File: config.mk
export PLATFORM = sky130hd
export DESIGN_NAME = muldiv_unit
export DESIGN_NICKNAME = d
export VERILOG_FILES = /design/src/rtl/muldiv_unit.sv
export SDC_FILE = /design/constraint.sdc
export NUM_CORES = 1
export LEC_CHECK = 0
export CAP_MARGIN = 0
export CORE_ASPECT_RATIO = 0.75
export CORE_MARGIN = 2
export CORE_UTILIZATION = 50
export DETAILED_ROUTE_END_ITERATION = 8
export PLACE_DENSITY = 0.73
export SLEW_MARGIN = 20
export SYNTH_ARGS = -nofsm -noshare
export SYNTH_HDL_FRONTEND = slang
export SYNTH_SLANG_ARGS = --single-unit
File: constraint.sdc
create_clock -name Clk -period 2.79 [get_ports Clk]
set_clock_uncertainty 0.2 [all_clocks]
set_input_delay 0.558 -clock Clk [delete_from_list [all_inputs] [get_ports Clk]]
set_output_delay 0.558 -clock Clk [all_outputs]
set_load 0.005 [all_outputs]
File: src/rtl/muldiv_unit.sv
// muldiv_unit: iterative unsigned multiply/divide unit that feeds a register
// file write port directly. It processes one operation at a time and
// retires one bit per clock.
//
// Multiply uses radix-2 shift-add. Divide uses restoring division.
//
// Ports:
//   Clk    - clock; all state updates on the rising edge
//   Clrn   - asynchronous active-low reset
//   Start  - request; only accepted while idle
//   Op     - 00 MUL low word, 01 MULH high word, 10 DIVU quotient, 11 REMU remainder
//   A, B   - operands (A = multiplicand / dividend, B = multiplier / divisor)
//   Rd     - destination register index, captured with Start
//   Flush  - synchronous abort of the operation in flight
//   Busy   - high from acceptance until the completion pulse has ended
//   Done   - one-cycle completion pulse
//   D      - result; holds its value until the next completion
//   Wr     - destination index of the most recently accepted operation
//   We     - register-file write enable (Done and Wr != 0)
//
// Timing: with Start sampled at edge k, WIDTH iterations run on edges
// k+1..k+WIDTH. Edge k+WIDTH+1 selects the result and raises Done.
// The unit is back in IDLE during the Done cycle, so a new Start can be
// accepted at edge k+WIDTH+2.
module muldiv_unit #(
    parameter int WIDTH = 32,
    parameter int CNTW  = 5
) (
    input  logic             Clk,
    input  logic             Clrn,
    input  logic             Start,
    input  logic [1:0]       Op,
    input  logic [WIDTH-1:0] A,
    input  logic [WIDTH-1:0] B,
    input  logic [4:0]       Rd,
    input  logic             Flush,
    output logic             Busy,
    output logic             Done,
    output logic [WIDTH-1:0] D,
    output logic [4:0]       Wr,
    output logic             We
);

    typedef enum logic [1:0] {
        S_IDLE = 2'b00,
        S_RUN  = 2'b01,
        S_DONE = 2'b10
    } state_t;

    localparam logic [CNTW-1:0] CNT_LAST = CNTW'(WIDTH - 1);

    state_t               state_q, state_d;
    logic [CNTW-1:0]      cnt_q, cnt_d;
    logic [1:0]           op_q, op_d;
    logic [WIDTH-1:0]     a_q, a_d;
    logic [WIDTH-1:0]     b_q, b_d;
    logic [2*WIDTH-1:0]   prod_q, prod_d;
    logic [WIDTH:0]       rem_q, rem_d;
    logic [WIDTH-1:0]     quo_q, quo_d;
    logic [WIDTH-1:0]     d_q, d_d;
    logic [4:0]           wr_q, wr_d;
    logic                 done_q, done_d;
    logic                 we_q, we_d;
    logic                 busy_q, busy_d;

    logic [WIDTH:0]       mul_sum_s;
    logic [WIDTH+1:0]     div_shift_s;
    logic [WIDTH+1:0]     div_diff_s;
    logic                 div_borrow_s;
    logic [WIDTH-1:0]     result_s;

    // Datapath for one iteration step and the final result selection.
    always_comb begin
        // The product's low half starts as the multiplier, and its LSB is the
        // current multiplier bit. Add A to the high half if that bit is set.
        // The caller then shifts the whole product right by one.
        if (prod_q[0]) begin
            mul_sum_s = {1'b0, prod_q[2*WIDTH-1:WIDTH]} + {1'b0, a_q};
        end else begin
            mul_sum_s = {1'b0, prod_q[2*WIDTH-1:WIDTH]};
        end

        // Restoring divide. Shift the remainder left, bring in the next
        // dividend MSB (held at the top of quo_q), then trial-subtract.
        // The extra top bit of the difference acts as the borrow.
        div_shift_s  = {rem_q, quo_q[WIDTH-1]};
        div_diff_s   = div_shift_s - {2'b00, b_q};
        div_borrow_s = div_diff_s[WIDTH+1];

        case (op_q)
            2'b00:   result_s = prod_q[WIDTH-1:0];
            2'b01:   result_s = prod_q[2*WIDTH-1:WIDTH];
            2'b10:   result_s = quo_q;
            2'b11:   result_s = rem_q[WIDTH-1:0];
            default: result_s = {WIDTH{1'b0}};
        endcase
    end

    // Next-state, iteration and registered-output logic.
    always_comb begin
        state_d = state_q;
        cnt_d   = cnt_q;
        op_d    = op_q;
        a_d     = a_q;
        b_d     = b_q;
        prod_d  = prod_q;
        rem_d   = rem_q;
        quo_d   = quo_q;
        d_d     = d_q;
        wr_d    = wr_q;
        done_d  = 1'b0;
        we_d    = 1'b0;

        case (state_q)
            S_IDLE: begin
                // Flush in IDLE changes nothing, but it still blocks a Start
                // in the same cycle.
                if (Flush) begin
                    state_d = S_IDLE;
                end else if (Start) begin
                    state_d = S_RUN;
                    cnt_d   = {CNTW{1'b0}};
                    op_d    = Op;
                    a_d     = A;
                    b_d     = B;
                    wr_d    = Rd;
                    prod_d  = {{WIDTH{1'b0}}, B};
                    rem_d   = {(WIDTH+1){1'b0}};
                    quo_d   = A;
                end else begin
                    state_d = S_IDLE;
                end
            end
            S_RUN: begin
                if (Flush) begin
                    state_d = S_IDLE;
                end else begin
                    prod_d = {mul_sum_s, prod_q[WIDTH-1:1]};
                    if (div_borrow_s) begin
                        rem_d = div_shift_s[WIDTH:0];
                    end else begin
                        rem_d = div_diff_s[WIDTH:0];
                    end
                    quo_d = {quo_q[WIDTH-2:0], ~div_borrow_s};
                    cnt_d = cnt_q + {{(CNTW-1){1'b0}}, 1'b1};
                    if (cnt_q == CNT_LAST) begin
                        state_d = S_DONE;
                    end else begin
                        state_d = S_RUN;
                    end
                end
            end
            S_DONE: begin
                // Flush wins over completion: no pulse, and D stays as it was.
                state_d = S_IDLE;
                if (Flush) begin
                    done_d = 1'b0;
                end else begin
                    done_d = 1'b1;
                    we_d   = (wr_q != 5'd0);
                    d_d    = result_s;
                end
            end
            default: begin
                state_d = S_IDLE;
            end
        endcase

        // Busy also covers the Done cycle, although the FSM is already idle then.
        busy_d = (state_d != S_IDLE) || done_d;
    end

    // State and output registers with asynchronous reset.
    always_ff @(posedge Clk or negedge Clrn) begin
        if (!Clrn) begin
            state_q <= S_IDLE;
            cnt_q   <= {CNTW{1'b0}};
            op_q    <= 2'b00;
            a_q     <= {WIDTH{1'b0}};
            b_q     <= {WIDTH{1'b0}};
            prod_q  <= {(2*WIDTH){1'b0}};
            rem_q   <= {(WIDTH+1){1'b0}};
            quo_q   <= {WIDTH{1'b0}};
            d_q     <= {WIDTH{1'b0}};
            wr_q    <= 5'd0;
            done_q  <= 1'b0;
            we_q    <= 1'b0;
            busy_q  <= 1'b0;
        end else begin
            state_q <= state_d;
            cnt_q   <= cnt_d;
            op_q    <= op_d;
            a_q     <= a_d;
            b_q     <= b_d;
            prod_q  <= prod_d;
            rem_q   <= rem_d;
            quo_q   <= quo_d;
            d_q     <= d_d;
            wr_q    <= wr_d;
            done_q  <= done_d;
            we_q    <= we_d;
            busy_q  <= busy_d;
        end
    end

    assign Busy = busy_q;
    assign Done = done_q;
    assign D    = d_q;
    assign Wr   = wr_q;
    assign We   = we_q;

endmodule

Run 1, signal wires on met3:
(3 px per µm)
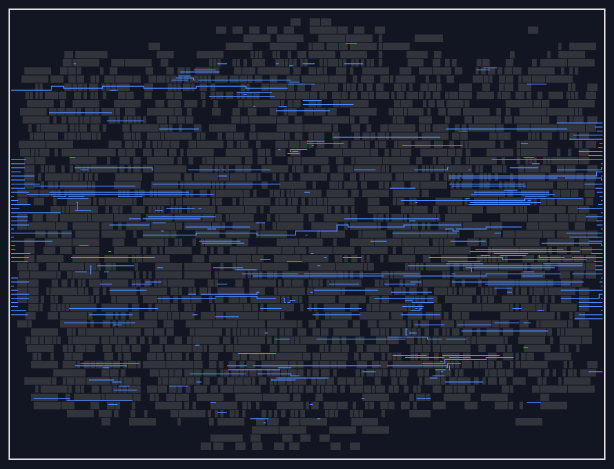
The wires run mostly horizontal. The longest straight run is 62.1 µm. The layer carries 3,370 µm of wire. The layer holds 7.9% of the routed length.
aggregate routed wire length: 42,810 µm
total via count after detailed routing: 12,780
GRT met3 Usage: 5.319%

Run 1, routing congestion map:
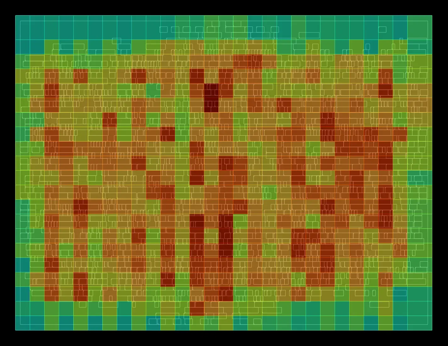
most heavily used metal layer in global routing: met2
global-route total usage across every layer: 28.92%
routing usage on met2: 46.43%

Run 1, met4 routing:
(2 px per µm) Supply wires on this layer in gray.
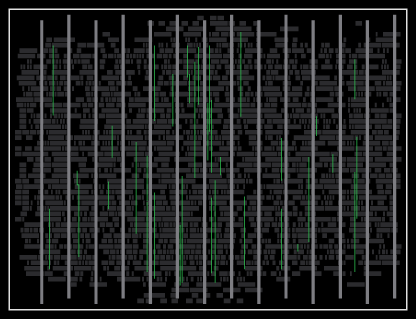
The longest straight run is 57.8 µm. 25 nets have wire on it. The layer holds 2.5% of the routed length.

==> results_slide.txt, run 1 <==
Run Summary

Status
  • Outcome: finished, violations left
  • Violated checks: setup timing

GRT
  • Antenna violations before repair: 0
  • Maximum number of pins on one net before global-route repair: ~110
  • Overflow left after global routing: 0

Layout
  • Most common logic cells in the final layout: nand2_1, dfrtp_1, buf_4, clkdlybuf4s50_1, nor2_1
  • Area growth syn-to-layout: 31.23%
  • Ratio of cells with drive above 1 in the final layout: approximately 22%
  • Top flop regs: prod_q: 64 flops, rem_q: 33 flops
  • Clkbuf count: 32
  • Net total in the final layout: 1,921
  • Number of non-filler instances in the completed layout: between 2,000 and 2,500
  • Clock buffer and inverter area fraction after layout: a little under 5%

Logic synthesis
  • Dominant cell by count in the synthesized netlist: nand2_1
  • Part of the Yosys area used for sequential elements: 42.90%
  • Area fraction in mux cells: a little over a tenth
  • Adder-cell share of the synthesized area: 6.134%
  • Cell type with the largest total area: dfrtp_1
  • Number of library cell types mapped by synthesis: roughly 67

Place
  • Gpl congestion: 0.8927
  • Total of buffers placed on input and output ports: approximately 110

Job
  • Max-capacitance violation count: 0

Pwr
  • LEAKAGE: 8.728 nW
  • Part of the total power dissipated in combinational logic: between 40% and 50%

Die
  • Tap cell count: around 390
  • Number of cell rows: between 50 and 60
  • Top-level I/O count: 115

Setup path
  • Worst setup endpoint: rem_q[31]
  • Endpoint of the most critical register-to-register path: rem_q[31]
  • Worst setup path start: b_q[1]
  • CP cell instances: inv_2 > ha_4 > nor2b_4 > o31ai_4 > a21oi_2 > o21ai_2 > a21oi_2 > o21ai_2 > xor2_4 > buf_4 > buf_12 > mux2i_2 > o21ai_1

Final timing
  • Final tally of setup violations: between 40 and 50
  • Worst-case setup margin in the final layout: -0.2441 ns
  • Final Max Tran Viols: 0
  • Post-route worst hold slack: 0.2852 ns

Routing
  • Antenna Violating Nets Remaining: 0
  • Metal2 WL: 19,860 µm

Clock network
  • CTS sink cnt: approximately 240
  • Buffer type at the clock tree root: clkbuf_16
==> run 2: changes to the inputs <==
--- a/config.mk
+++ b/config.mk
@@ -5,12 +5,13 @@
 export SDC_FILE = /design/constraint.sdc
 export NUM_CORES = 1
 export LEC_CHECK = 0
+export ABC_AREA = 1
 export CAP_MARGIN = 0
 export CORE_ASPECT_RATIO = 0.75
 export CORE_MARGIN = 2
 export CORE_UTILIZATION = 50
 export DETAILED_ROUTE_END_ITERATION = 8
-export PLACE_DENSITY = 0.73
+export PLACE_DENSITY = 0.72
 export SLEW_MARGIN = 20
 export SYNTH_ARGS = -nofsm -noshare
 export SYNTH_HDL_FRONTEND = slang
==> constraint.sdc (replaced) <==
create_clock -name Clk -period 2.6 [get_ports Clk]
set_clock_uncertainty 0.2 [all_clocks]
set_input_delay 0.52 -clock Clk [delete_from_list [all_inputs] [get_ports Clk]]
set_output_delay 0.52 -clock Clk [all_outputs]
set_load 0.005 [all_outputs]
Run 2, routing congestion map:
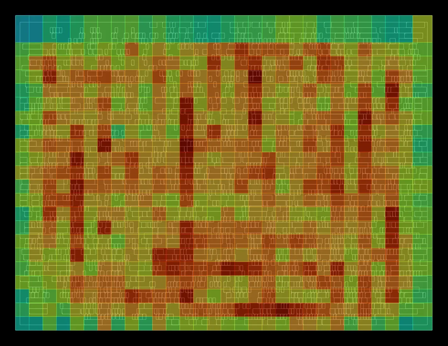
core utilization of the finished layout: 63.26%
met1 capacity usage during global routing: 49.46%
GRT met3 Usage: 7.613%
global-route total usage across every layer: 33.05%

Run 2, M1 wires:
(2 px per µm) Supply wires on this layer in gray.
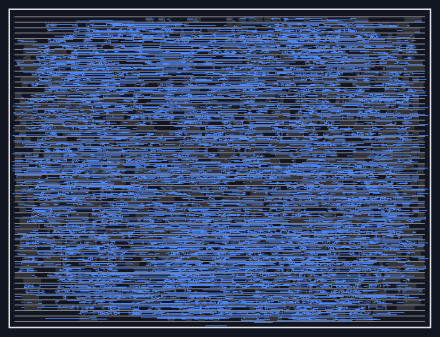
2,408 nets have wire on it. The longest straight run is 65.8 µm. The wires run mostly horizontal. The layer carries 26.1 mm of wire. The layer holds 46% of the routed length.

Run 2, signal wires on met3:
(3 px per µm)
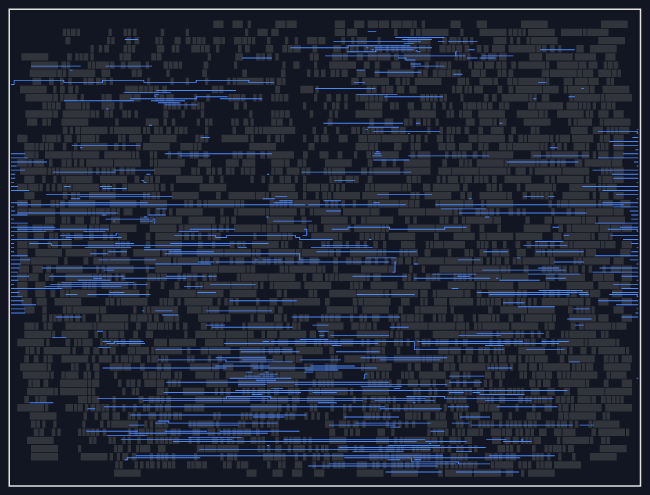
The layer carries 5,890 µm of wire. 321 nets have wire on it.
aggregate routed wire length: 56,400 µm
total via count after detailed routing: 16,110

==> results_slide.txt, run 2 <==
Run Summary

Layout
  • Clock buffer and inverter area fraction after layout: 4.525% (-0.43 points)
  • Ratio of cells with drive above 1 in the final layout: 14.70% (-6.9 points)
  • Net total in the final layout: 2,565 (+34%)
  • Number of non-filler instances in the completed layout: 2,848 (+31%)
  • Most common logic cells in the final layout: nand2_1, o21ai_0, inv_1, dfrtp_1, nor2_1
  • Area growth syn-to-layout: 24.34%
  • Clkbuf count: 34 (+6.3%)

Setup path
  • Worst setup endpoint: rem_q[24]
  • Endpoint of the most critical register-to-register path: rem_q[24]
  • Worst setup path start: b_q[21]

GRT
  • Routing usage on met2: 48.43% (+2.0 points)

Status
  • Outcome: complete, no violations

Place
  • Gpl congestion: 0.9713 (+8.8%)

Pwr
  • LEAKAGE: 9.804 nW (+12%)

Routing
  • Metal2 WL: 23,150 µm (+17%)

Die
  • Top-level I/O count: 115 (unchanged)

Logic synthesis
  • Area fraction in mux cells: 0.1259% (-10 points)
  • Adder-cell share of the synthesized area: 5.445% (-0.69 points)
  • Dominant cell by count in the synthesized netlist: nand2_1
  • Number of library cell types mapped by synthesis: 49 (-27%)

Job
  • Max-capacitance violation count: 0 (unchanged)

Final timing
  • Worst-case setup margin in the final layout: 0.05676 ns (+0.3008 ns)
Power figures rest on the tool's default switching activity, not on a simulated workload.
